**src/rtl/fetch_pkg.sv**
```systemverilog
// Shared types and constants for the instruction-fetch stage.
//   fetch_state_e : fetch FSM state (StRun, StHalted)
//   InstrWidth    : instruction word width
//   AddrWidth     : byte-address / PC width
//   HaltWord      : word that marks end of program when halt-on-zero is built in
package fetch_pkg;

  localparam int unsigned InstrWidth = 32;
  localparam int unsigned AddrWidth  = 64;

  localparam logic [InstrWidth-1:0] HaltWord = 32'h0000_0000;

  typedef enum logic [0:0] {
    StRun    = 1'b0,
    StHalted = 1'b1
  } fetch_state_e;

endpackage

```
**src/rtl/fetch_pc_reg.sv**
```systemverilog
// Program-counter register for the fetch stage.
// Ports:
//   clk_i      : clock, rising edge
//   reset_i    : synchronous active-high reset, loads RESET_PC
//   load_i     : redirect; loads target_i with the two low bits cleared
//   target_i   : redirect target byte address
//   incr_i     : advance by PC_STEP (64-bit wrap-around)
//   pc_o       : current PC
// With neither load_i nor incr_i asserted the PC holds.
module fetch_pc_reg
  import fetch_pkg::*;
#(
  parameter logic [AddrWidth-1:0] RESET_PC = 64'h0,
  parameter int unsigned          PC_STEP  = 4
) (
  input  logic                 clk_i,
  input  logic                 reset_i,
  input  logic                 load_i,
  input  logic [AddrWidth-1:0] target_i,
  input  logic                 incr_i,
  output logic [AddrWidth-1:0] pc_o
);

  localparam logic [AddrWidth-1:0] AlignMask = ~64'h3;

  logic [AddrWidth-1:0] pc_d, pc_q;

  always_comb begin
    pc_d = pc_q;
    if (load_i) begin
      pc_d = target_i & AlignMask;
    end else if (incr_i) begin
      pc_d = pc_q + 64'(PC_STEP);
    end
  end

  always_ff @(posedge clk_i) begin
    if (reset_i) begin
      pc_q <= RESET_PC;
    end else begin
      pc_q <= pc_d;
    end
  end

  assign pc_o = pc_q;

endmodule

```
**src/rtl/fetch_unit.sv**
```systemverilog
// Instruction-fetch stage: owns the PC, addresses the combinational instruction
// memory and registers the returned word into the IF/ID register with a
// valid/ready handshake toward decode. Redirects from branch resolution flush
// IF/ID and reload the PC.
// Ports:
//   clk_i, reset_i          : clock, synchronous active-high reset
//   imem_address_o          : byte address to instruction memory (= PC)
//   imem_data_i             : instruction word for imem_address_o
//   redirect_valid_i/target : taken branch/jump and its target
//   id_ready_i              : decode accepts IF/ID this cycle
//   id_valid_o/pc/instr     : IF/ID register contents
//   halted_o                : fetch is stopped
//   fault_o                 : sticky out-of-range fetch flag, cleared only by reset
// Build option: define FETCH_HALT_ON_ZERO_EN to stop fetching on an all-zero word
// (zero-filled memory marks end of program) instead of passing it to decode.
module fetch_unit
  import fetch_pkg::*;
#(
  parameter logic [AddrWidth-1:0] RESET_PC = 64'h0,
  parameter int unsigned          PC_STEP  = 4,
  parameter int unsigned          MEM_SIZE = 2048
) (
  input  logic                  clk_i,
  input  logic                  reset_i,
  output logic [AddrWidth-1:0]  imem_address_o,
  input  logic [InstrWidth-1:0] imem_data_i,
  input  logic                  redirect_valid_i,
  input  logic [AddrWidth-1:0]  redirect_target_i,
  input  logic                  id_ready_i,
  output logic                  id_valid_o,
  output logic [AddrWidth-1:0]  id_pc_o,
  output logic [InstrWidth-1:0] id_instruction_o,
  output logic                  halted_o,
  output logic                  fault_o
);

  localparam logic [AddrWidth-1:0] MaxPc = 64'(MEM_SIZE - 4);

  fetch_state_e state_d, state_q;

  logic [AddrWidth-1:0]  pc;
  logic                  id_valid_d, id_valid_q;
  logic [AddrWidth-1:0]  id_pc_d, id_pc_q;
  logic [InstrWidth-1:0] id_instr_d, id_instr_q;
  logic                  fault_d, fault_q;

  logic fetch_elig;
  logic out_of_range;
  logic zero_hit;
  logic capture;

  // A fetch is eligible when running, IF/ID is free or draining, and no
  // redirect is pending (redirect overrides everything this cycle).
  assign fetch_elig   = (state_q == StRun) && (!id_valid_q || id_ready_i) && !redirect_valid_i;
  assign out_of_range = pc > MaxPc;

`ifdef FETCH_HALT_ON_ZERO_EN
  assign zero_hit = !out_of_range && (imem_data_i == HaltWord);
`else
  assign zero_hit = 1'b0;
`endif

  assign capture = fetch_elig && !out_of_range && !zero_hit;

  fetch_pc_reg #(
    .RESET_PC (RESET_PC),
    .PC_STEP  (PC_STEP)
  ) u_pc_reg (
    .clk_i    (clk_i),
    .reset_i  (reset_i),
    .load_i   (redirect_valid_i),
    .target_i (redirect_target_i),
    .incr_i   (capture),
    .pc_o     (pc)
  );

  // FSM: state register
  always_ff @(posedge clk_i) begin
    if (reset_i) begin
      state_q <= StRun;
    end else begin
      state_q <= state_d;
    end
  end

  // FSM: next state
  always_comb begin
    state_d = state_q;
    if (redirect_valid_i) begin
      state_d = StRun;
    end else if (fetch_elig && (out_of_range || zero_hit)) begin
      state_d = StHalted;
    end
  end

  // FSM: outputs
  always_comb begin
    halted_o = (state_q == StHalted);
  end

  // IF/ID register and sticky fault
  always_comb begin
    id_valid_d = id_valid_q;
    id_pc_d    = id_pc_q;
    id_instr_d = id_instr_q;
    fault_d    = fault_q | (fetch_elig && out_of_range);
    if (redirect_valid_i) begin
      id_valid_d = 1'b0;
    end else if (capture) begin
      id_valid_d = 1'b1;
      id_pc_d    = pc;
      id_instr_d = imem_data_i;
    end else if (id_valid_q && id_ready_i) begin
      // Decode consumed the entry and nothing replaced it.
      id_valid_d = 1'b0;
    end
  end

  always_ff @(posedge clk_i) begin
    if (reset_i) begin
      id_valid_q <= 1'b0;
      id_pc_q    <= '0;
      id_instr_q <= '0;
      fault_q    <= 1'b0;
    end else begin
      id_valid_q <= id_valid_d;
      id_pc_q    <= id_pc_d;
      id_instr_q <= id_instr_d;
      fault_q    <= fault_d;
    end
  end

  assign imem_address_o   = pc;
  assign id_valid_o       = id_valid_q;
  assign id_pc_o          = id_pc_q;
  assign id_instruction_o = id_instr_q;
  assign fault_o          = fault_q;

endmodule

```
**config.mk**
```make
export PLATFORM = sky130hd
export DESIGN_NAME = fetch_unit
export DESIGN_NICKNAME = d
export VERILOG_FILES = /design/src/rtl/fetch_pkg.sv /design/src/rtl/fetch_pc_reg.sv /design/src/rtl/fetch_unit.sv
export SDC_FILE = /design/constraint.sdc
export NUM_CORES = 1
export LEC_CHECK = 0
export ABC_AREA = 1
export CORE_AREA = 2 2 108 188
export CTS_CLUSTER_SIZE = 30
export DETAILED_ROUTE_END_ITERATION = 7
export DIE_AREA = 0 0 110 190
export HOLD_SLACK_MARGIN = 0.08
export PLACE_DENSITY_LB_ADDON = 0.15
export RECOVER_POWER = 100
export SLEW_MARGIN = 20
export SYNTH_ARGS = -nofsm -noshare
export SYNTH_HDL_FRONTEND = slang
export SYNTH_SLANG_ARGS = --single-unit
```
**constraint.sdc**
```tcl
create_clock -name clk_i -period 1.5 [get_ports clk_i]
set_input_delay 0.3 -clock clk_i [delete_from_list [all_inputs] [get_ports clk_i]]
set_output_delay 0.3 -clock clk_i [all_outputs]
set_load 0.03 [all_outputs]
```
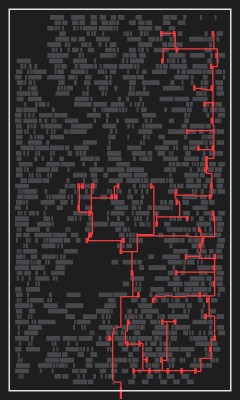
Figure 1: port wiring.
Scale: 2 px per µm.
[red] `redirect_valid_i` | bits: 1 | direction: input | edge: bottom | end cells: 68 | buffers: 4 | wire: 776 µm
IO Count: 263
port bufs: 256

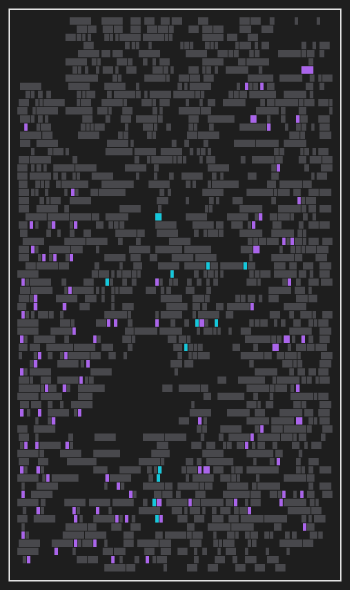
Figure 2: logic cells by family.
Scale: 3 px per µm.
[purple] nor cells | cells: 94
[cyan] inv cells | cells: 12
Top cell excl fill/tap: nand2_1
fraction of area in multi-input gates: 24.3%
Final Instance Count excl. Fillers: 1318

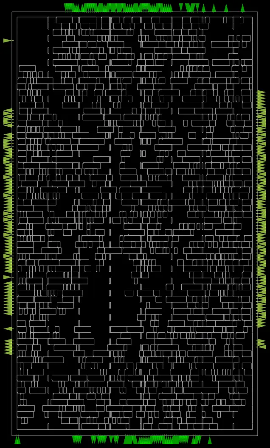
Figure 3: placement view.
Flops: 159
Seq area share: 32.7%
n_taps: 245
core box area: 19500 µm²

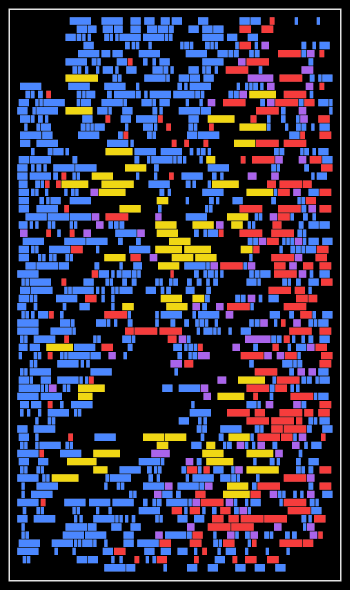
Figure 4: drive-strength map.
Scale: 3 px per µm.
[yellow] x6 and larger | cells: 54 | share: 5.0%
[red] x2 | cells: 164 | share: 15%
[purple] x3 and x4 | cells: 82 | share: 7.6%
[blue] x1 and smaller | cells: 773 | share: 72%
Worst Setup Slack, final: -0.178 ns
Syn-to-layout area delta: 74.0%
nonclk buf count: 344
fin area: 9950 µm²

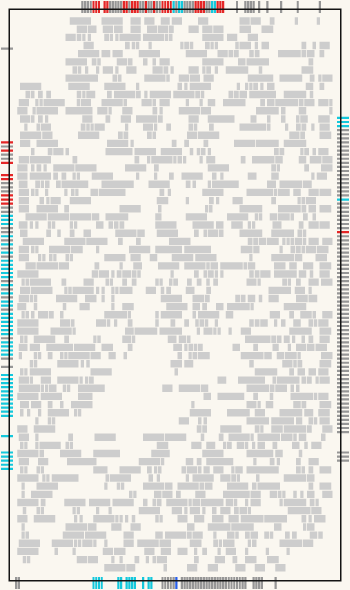
Figure 5: pin map.
Scale: 3 px per µm. Pins as bars across the die edge, other pins in grey.
[red] `id_instruction_o` | pins: 32 | direction: output | edge: 23 top, 8 left, 1 right
[blue] `redirect_valid_i` | pins: 1 | direction: input | edge: bottom
[cyan] `id_pc_o` | pins: 64 | direction: output | edge: 42 left, 13 bottom, 5 top, 4 right
Die Width: 110 µm
Die Span Y: 190 µm

==> reports/metrics.yaml <==
setup_path:
  critPathKind: "reg -> reg"
  critPathBufInv: 3
  rrSetupSlack_ns: -0.18
  reg2reg_depth: 11
  critPathRequiredTime_ns: 1.80
  setup.worst_path.start: "u_pc_reg.pc_o[32]"
worst_hold_path:
  hold_start: "reset_i"
  hold_depth: 2
finish:
  fillCellCount: 1937
  drive_gt1_share_pct: 28.0
synth:
  yosys.cell_types.count: 21
  yosysChipArea_um2: 5720
  ys_sh_aoi_pct: 9.62
  most_common_cell: "nand2_1"
  synthTopCellsByArea: "dfxtp_1 56%, nand2_1 16%, a21oi_1 9.2%"
  avgSynthCellArea_um2: 7.65
  synthCells: 748
  synthXorXnorAreaFrac_pct: 0.919
  simple_gate_area_share_pct: 28.3
final_timing:
  finalClockSkew_ns: 0.00824
  max_freq_mhz: 596
  hold_viol: 0
  worst_slack_ns: -0.178
  min_period_ns: 1.68
  setup_viol: 151
cts:
  insertion_delay_ns: 0.42
  cts_setup_buffers: 0
  tritoncts: "built"
  cts_buffer_depth: 2
  hold_buffers: 0
  clkTransAtPathRegs_ns: 0.06
pwr:
  p_int_mw: 7.74
  pwr-share-seq_pct: 43.2
  peakVddDrop_v: 0.000768
  pg_clk_mw: 4.57
  p_total_mw: 10.2
  power_leader: "clock"
  cellPowerDensity_nw_per_um2: 1020
grt:
  grt_usage_pct: 18.3
  antenna_found_initial: 0
  grt_pass1_vias: 5853
  busiest_layer: "met2"
  grt_use_met2_pct: 32.1
  grt-ovfl-total: 0
  use_met3_pct: 6.95
drt:
  post-route-drc-count: 0
  wl_met3_mm: 1.59
  drt.antenna.violating_nets: 0
  wl_met1_mm: 7.51
placement:
  placed_cell_area_um2: 9240
run_status:
  status: "complete, but fails checks"
  violations: "negative setup slack"
## how the worst max path moves through the flow
stage	endpoint	depth (start not counted)	slack, ns
6_report	u_pc_reg.pc_o[36]	11	-0.18
3_5_place_dp	u_pc_reg.pc_o[36]	9	-0.34
2_1_floorplan	id_instruction_o[0]	10	0.004
4_1_cts	u_pc_reg.pc_o[36]	11	-0.20
3_3_place_gp	u_pc_reg.pc_o[43]	9	-0.35
5_1_grt	u_pc_reg.pc_o[50]	10	-0.30
## state kept, by name, summed over array words and instances (netlist names)
register and flops:
id_instruction_o 32, halted_o 1, id_pc_o 62, id_valid_o 1, u_pc_reg.pc_o 62, fault_o 1
## layout make-up
| cell class | count | area [µm²] | share of cell area (%) |
|---|---|---|---|
| Timing Repair Buffer | 344 | 3290 | 33.1 |
| Multi-Input combinational cell | 526 | 2420 | 24.3 |
| Inverter | 12 | 47.5 | 0.478 |
| Clock inverter | 12 | 155 | 1.56 |
| Clock buffer | 20 | 478 | 4.80 |
| Sequential cell | 159 | 3250 | 32.7 |
| Tap cell | 245 | 307 | 3.08 |
## layout by cell type, fill, tap and decap left out, types with 3 or more instances in the layout
cell             Yosys  routed
clkbuf_2             0      28
bufinv_16            0       3
dfxtp_1            159     109
nand2_1            245     242
clkdlybuf4s15_2      0      42
clkdlybuf4s50_1      0      95
nor2_1              90      85
nand3_1             62      48
clkbuf_16            0      20
dfxtp_2              0      48
buf_2                9      11
a21oi_2              0       8
dlygate4sd2_1        0      12
nand3_2              1      14
buf_6                0       6
xor2_1               3       3
a21oi_1            105      97
conb_1               1       4
xnor2_1              3       3
nor2_2               2       6
o21ai_0              5       5
clkbuf_1            31       8
buf_12               0      18
inv_1               11      10
clkinv_2             0       3
buf_4               10      71
clkdlybuf4s15_1      0      48
Power is estimated from default activity; no workload was simulated.
